Design pulse_sweep_sequencer, sky130hd; sources not shown.
Figure 1. Cell sizes after repair (run 1).
The bar under the picture is 20 um long.
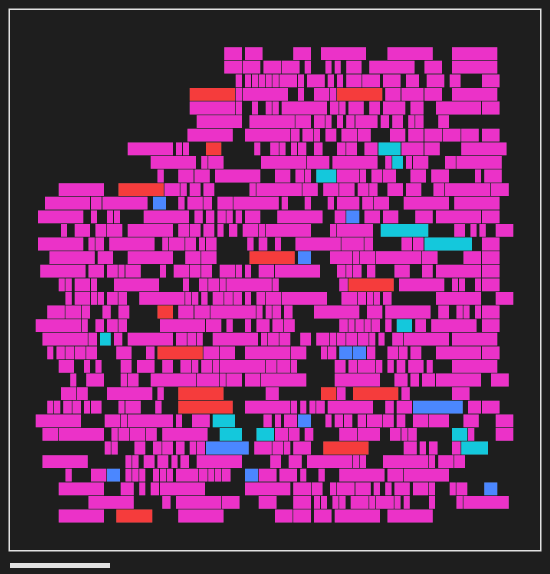
[x6 and larger] red | cells: 14 | share: 2.3% | most used: clkbuf_16
[x2] cyan | cells: 12 | share: 2.0%
[x1 and smaller] magenta | cells: 570 | share: 94% | most used: nand2_1
[x3 and x4] blue | cells: 11 | share: 1.8% | most used: buf_4
Design Area, Final: 0.00603 mm^2
Non-CTS buffers: 57

Figure 2. The clock network (run 1).
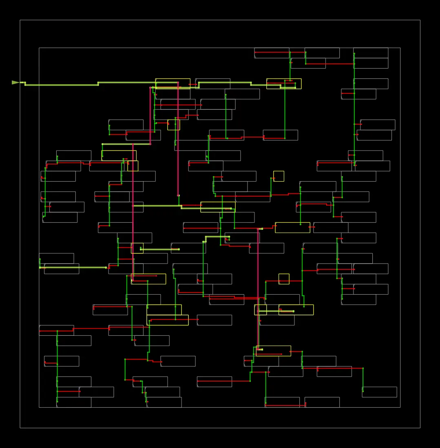
clock distribution power: 0.690 mW
Skew-Pair Late Insertion Delay: 0.35 ns
# clock sinks: 94
clock buf count: 9
total CTS buffers: 9

Figure 3. Met4 routing (run 1).
The bar under the picture is 20 um long. Cells faint in the background.
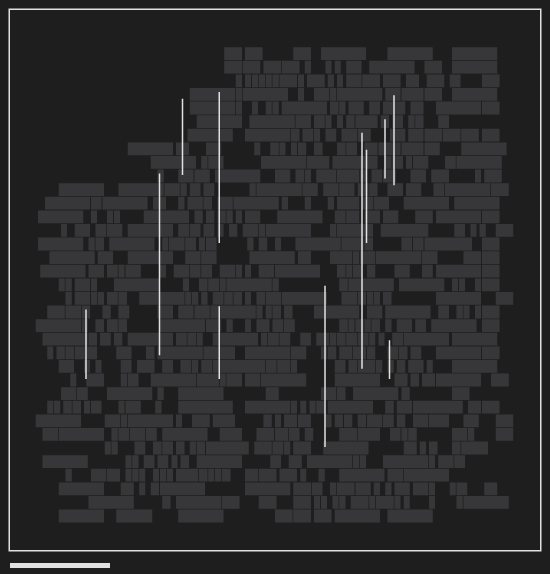
longest straight run: 46.9 um
nets with wire on the layer: 9
wire length on this layer: 243 um
share of all routed wire: 2.1%
wire length after detailed routing: 11800 um
DR vias: 4290

==> impl_metrics.ini, run 1 <==
; generated from flow reports
[setup_path]
timing.reg2reg.worst_path_depth = 11
slowest_stage = sky130_fd_sc_hd__clkdlybuf4s50_1
path_class = input port to primary output
cp_cell_sequence = clkdlybuf4s50_1 -> nor2_1 -> nand2_1 -> nor2_1 -> buf_12
cp.arrival_ns = 2.91
timing.critical_path.buf_inv = 2
crit_cells = 5
crit_fanout = 8
timing.critical_path.from_type = input port
critical_path_required_ns = 3.57

[clock_tree]
cts.path.max_buffers = 2
cts_hold_buf = 0
postCtsSetupBuffers = 0
cts_root_buffer = sky130_fd_sc_hd__clkbuf_16

[routing]
antenna_violating_nets_post_route = 0
1st_pass_router_iterations = 5
vias_per_cell = 5.97
drt_first_iter_violations = 251
post-route-drc-count = 0

[floorplanning]
initial_utilization_pct = 56.1
io_pins = 53
die_w_um = 106
coreArea_mm2 = 0.00911
chip_area_mm2 = 0.0114
die_h_um = 108
rows = 35

[final_layout]
finalNonFillerCells = 718
register_area_mm2 = 0.00235
post_route_cells_drive_above_1_share_pct = 6.10
fin_util_pct = 66.2
area_delta_synth_final_pct = 18.0
n_fill_cell = 759
nets = 646
antenna-diode-count = 0
area.combinational_mm2 = 0.00263

[pwr]
vdd_drop_max_uv = 200
power_per_cell_area_mw_per_mm2 = 386

[logic_synthesis]
synth-async-reset-ratio_pct = 100
synth-cells-yosys = 554
synth.top_cell.area_share_pct = 45.0
post_synthesis_net_count = 598
topCellsByArea = sky130_fd_sc_hd__dfrtp_1 (45%), sky130_fd_sc_hd__nand2_1 (6.8%), sky130_fd_sc_hd__xor2_1 (5.5%)
post_synth_num_cell_types = 66
ff_type = sky130_fd_sc_hd__dfrtp_1
netlist_instances = 554
synth_seq_share_pct = 46.1
synth.yosys.warnings = 0
ys_top_cells_by_count = sky130_fd_sc_hd__nand2_1 (93), sky130_fd_sc_hd__dfrtp_1 (92), sky130_fd_sc_hd__nor2_1 (61)
postSynthRegisterBits = 94
synth_area_mm2 = 0.00511
synth_chip_area_mm2 = 0.00511
synth.most_common_cell = sky130_fd_sc_hd__nand2_1
synthDominantAreaCellType = sky130_fd_sc_hd__dfrtp_1

[final_timing]
period_needed_ns = 4.44
fin_worst_hold_slack_ns = 0.464
finClkSkew_ns = 0.0137
timing.final.crit_share_pct = 87.0
worst_margin_slew_ns = 0.946
achievable-frequency_mhz = 225
drv_slew = 0
setup_tns_ns = 0
unrepaired_setup_endpoints_after_global_routing = false
final_hold_violating_endpoints = 0

[outcome]
result_of_the_run = finished clean

[placed_design]
gp_congestion = 0.896
dpl.cell_count = 702

[flow_run]
timing.max_cap.violations = 0

[global_route]
grt_use_total_pct = 22.0
pin_count_of_the_biggest_net_entering_global_routing = 73
wire_length_of_the_first_global_routing_pass_um = 20300
grt_antenna_before_repair = 0
grt_remaining_overflow = 0

[worst_hold_path]
hold_class = flip-flop to flip-flop
whs_path_depth = 2
run 1: area by class of cell:
cell class	count	share of cell area, %
Sequential cell	94	39.0
Timing Repair Buffer	57	9.38
Clock buffer	9	3.73
Clock inverter	7	1.31
Multi-Input combinational cell	430	43.6
Tap cell	111	2.30
Inverter	10	0.622
run 1: layout by cell type, fill, tap and decap left out, drive strengths merged, types with 4 or more instances in the layout:
| master | n |
|---|---|
| nand2 | 93 |
| dfrtp | 92 |
| nor2 | 61 |
| clkdlybuf4s50 | 50 |
| xor2 | 32 |
| a21oi | 26 |
| xnor2 | 22 |
| o21ai | 22 |
| nand3 | 18 |
| nor2b | 15 |
| nand4 | 14 |
| inv | 13 |
| ha | 12 |
| nor3 | 12 |
| or3 | 10 |
| clkbuf | 9 |
| and3 | 7 |
| a2111oi | 7 |
| buf | 7 |
| nor4 | 6 |
| o22ai | 6 |
| and2 | 5 |
| a31oi | 5 |
| nand2b | 5 |
| a221o | 5 |
| o31ai | 4 |
| nor4b | 4 |
run 1: layer usage:
metal	track usage (%)	vias up	share of wire (%)
li1	-	2047	-
met1	26.3	2083	42
met2	39.2	136	51
met3	4.12	24	5.6
met4	8.97	0	2.1
met5	0	-	0
run 1: worst register-to-register path, stage by stage (launching register included):
cell	delay, ns
sky130_fd_sc_hd__dfrtp_1	0.43
sky130_fd_sc_hd__or3_1	0.41
sky130_fd_sc_hd__nor3_1	0.21
sky130_fd_sc_hd__a31oi_1	0.14
sky130_fd_sc_hd__xnor2_1	0.16
sky130_fd_sc_hd__ha_1	0.34
sky130_fd_sc_hd__nor3b_1	0.29
sky130_fd_sc_hd__o22ai_2	0.16
sky130_fd_sc_hd__xnor2_1	0.78
sky130_fd_sc_hd__a2111oi_0	0.33
sky130_fd_sc_hd__a221o_1	0.36
sky130_fd_sc_hd__nor2b_1	0.14
run 1: through the flow:
step                worst slack (ns)  cell area (um^2)
floorplan                      0.593              5110
global placement               0.688              5730
detailed placement             0.676              5730
CTS                            0.651              6030
global route                   0.516              6030
finish                         0.664              6030
run 1: power by group:
| part | switching, mW | total (mW) | internal (mW) |
|---|---|---|---|
| clock network | 0.305 | 0.690 | 0.385 |
| registers | 0.0684 | 0.886 | 0.818 |
| logic | 0.451 | 0.754 | 0.302 |
| total | 0.824 | 2.33 | 1.51 |
run 1: logic make-up after synthesis:
group,share of synthesized area (%)
AND-OR/OR-AND,13.1
AND/OR/NAND/NOR,25.3
multiplexers,0.416
buffers and inverters,2.55
adder cells (fa/ha/maj),3.33
XOR/XNOR,9.25
flip-flops,46.1
Figure 4. Metal 2 (run 1).
Cells faint in the background.
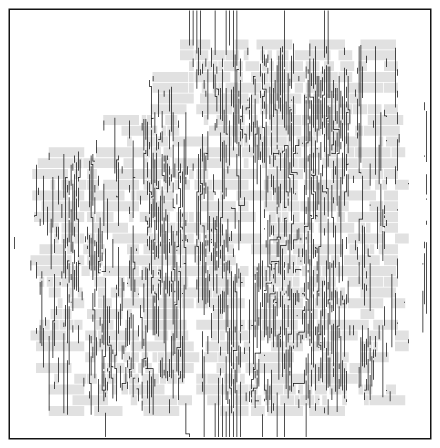

==> run 2: changes to the inputs <==
- CORE_AREA: 5 5 101 103 -> 5 5 87 121
- DIE_AREA: 0 0 106 108 -> 0 0 92 126
- PLACE_DENSITY: 0.79 -> 0.78
Figure 5. Metal 2 (run 2).
Cells faint in the background.
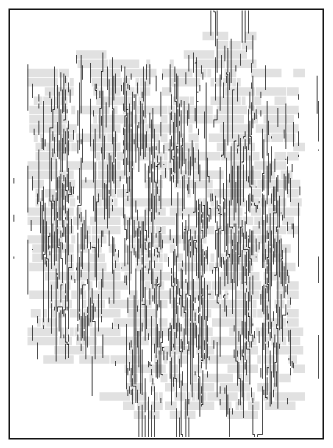
longest straight run: 47.3 um
main direction: vertical
share of all routed wire: 52%
DR vias: 4186
met2 Resource Use GR: 36.6%
wire length after detailed routing: 11500 um

==> run 2 against run 1 <==
Die area grew 1.3%. Sequential share of layout area grew 0.073 points. Core utilization shrank 1.9 points. Final area shrank 0.19%. Synthesized cell count is the same. Worst setup slack lost 0.051 ns. Flip-flop count is the same. Clock power shrank 5.8%. Sequential power is essentially flat. Combinational power shrank 2%. Highest routed layer unchanged.
==> impl_metrics.ini, run 2 <==
; generated from flow reports
[floorplanning]
rows = 42
io_pins = 53
chip_area_mm2 = 0.0116

[final_layout]
nets = 646
area_delta_synth_final_pct = 17.8
area.combinational_mm2 = 0.00263

[routing]
1st_pass_router_iterations = 4
post-route-drc-count = 0
vias_per_cell = 5.84
drt_first_iter_violations = 355

[final_timing]
period_needed_ns = 4.49
achievable-frequency_mhz = 223
unrepaired_setup_endpoints_after_global_routing = false
drv_slew = 0
worst_margin_slew_ns = 0.987
finalWorstSetupSlack_ns = 0.612

[placed_design]
dpl.cell_count = 701

[logic_synthesis]
synth-async-reset-ratio_pct = 100
synthDominantAreaCellType = sky130_fd_sc_hd__dfrtp_1
synth.most_common_cell = sky130_fd_sc_hd__nand2_1
postSynthRegisterBits = 94
ys_top_cells_by_count = sky130_fd_sc_hd__nand2_1 (93), sky130_fd_sc_hd__dfrtp_1 (92), sky130_fd_sc_hd__nor2_1 (61)
topCellsByArea = sky130_fd_sc_hd__dfrtp_1 (45%), sky130_fd_sc_hd__nand2_1 (6.8%), sky130_fd_sc_hd__xor2_1 (5.5%)
ff_type = sky130_fd_sc_hd__dfrtp_1

[setup_path]
critical_path_required_ns = 3.57
timing.reg2reg.worst_path_depth = 11
crit_fanout = 8
cp.arrival_ns = 2.96

[clock_tree]
cts.sink_count = 94
cts_hold_buf = 0
postCtsSetupBuffers = 0
cts.path.max_buffers = 2

[worst_hold_path]
whs_path_depth = 2

[global_route]
grt_use_total_pct = 20.7
pin_count_of_the_biggest_net_entering_global_routing = 69

[flow_run]
timing.max_cap.violations = 0

[outcome]
result_of_the_run = finished clean
Figure 6. Met4 routing (run 2).
The bar under the picture is 20 um long. Cells faint in the background.
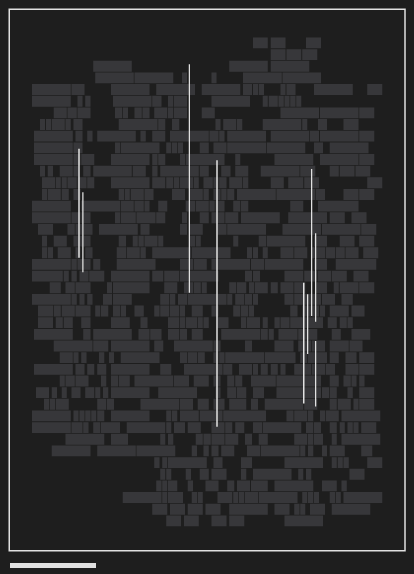
share of all routed wire: 2.3%
main direction: vertical

run 2: metrics by stage:
step | utilization (%) | total power, mW | hold WS (ns) | cell area (um^2)
finish | 64.4 | 2.27 | 0.472 | 6020
global route | 64.4 | 2.40 | 0.507 | 6020
CTS | 64.4 | 2.28 | 0.475 | 6020
detailed placement | 61.2 | 1.63 | 0.458 | 5730
global placement | 61.2 | 1.60 | 0.450 | 5730
floorplan | - | 1.43 | 0.434 | 5110
run 2: kinds of logic (layout without fill, tap and decap cells):
logic type | Yosys count | count (layout) | share of synthesized area [%]
muxes | 2 | 2 | 0.416
DFF | 94 | 94 | 46.1
xor gates and xnor gates | 54 | 54 | 9.25
buffers and inverters | 30 | 83 | 2.55
AOI/OAI and AO/OA | 96 | 96 | 13.1
adders and majority gates | 13 | 13 | 3.33
and+or+nand+nor | 265 | 265 | 25.3
run 2: layout make-up:
class | count | share of cell area [%]
sequential | 94 | 39.1
clock buffer | 9 | 3.74
multi-input combinational | 430 | 43.7
timing repair buffer | 57 | 9.39
clock inverter | 7 | 1.14
inverter | 10 | 0.623
tap | 110 | 2.29
run 2: routing by layer:
layer  track usage, %  vias up  part of all wire (%)  wire [um]
met5                0        -                     0          0
met4             9.01        0                   2.3        269
met3             4.36       19                   4.4        511
met2             36.6       83                    52       6000
met1             24.2     2045                    41       4720
li1                 -     2039                     -          -
run 2: where the power goes:
group	leakage, nW	switching (mW)	internal (mW)	total [mW]
clock network	0.143	0.307	0.343	0.650
registers	1.26	0.0687	0.818	0.887
logic	1.26	0.435	0.301	0.736
run 2: worst max-delay path: stages:
cell,delay (ns)
sky130_fd_sc_hd__clkdlybuf4s50_1,0.60
sky130_fd_sc_hd__nor2_1,0.21
sky130_fd_sc_hd__nand2_1,0.15
sky130_fd_sc_hd__nor2_1,0.29
sky130_fd_sc_hd__buf_12,0.18
Power is estimated from default activity; no workload was simulated.
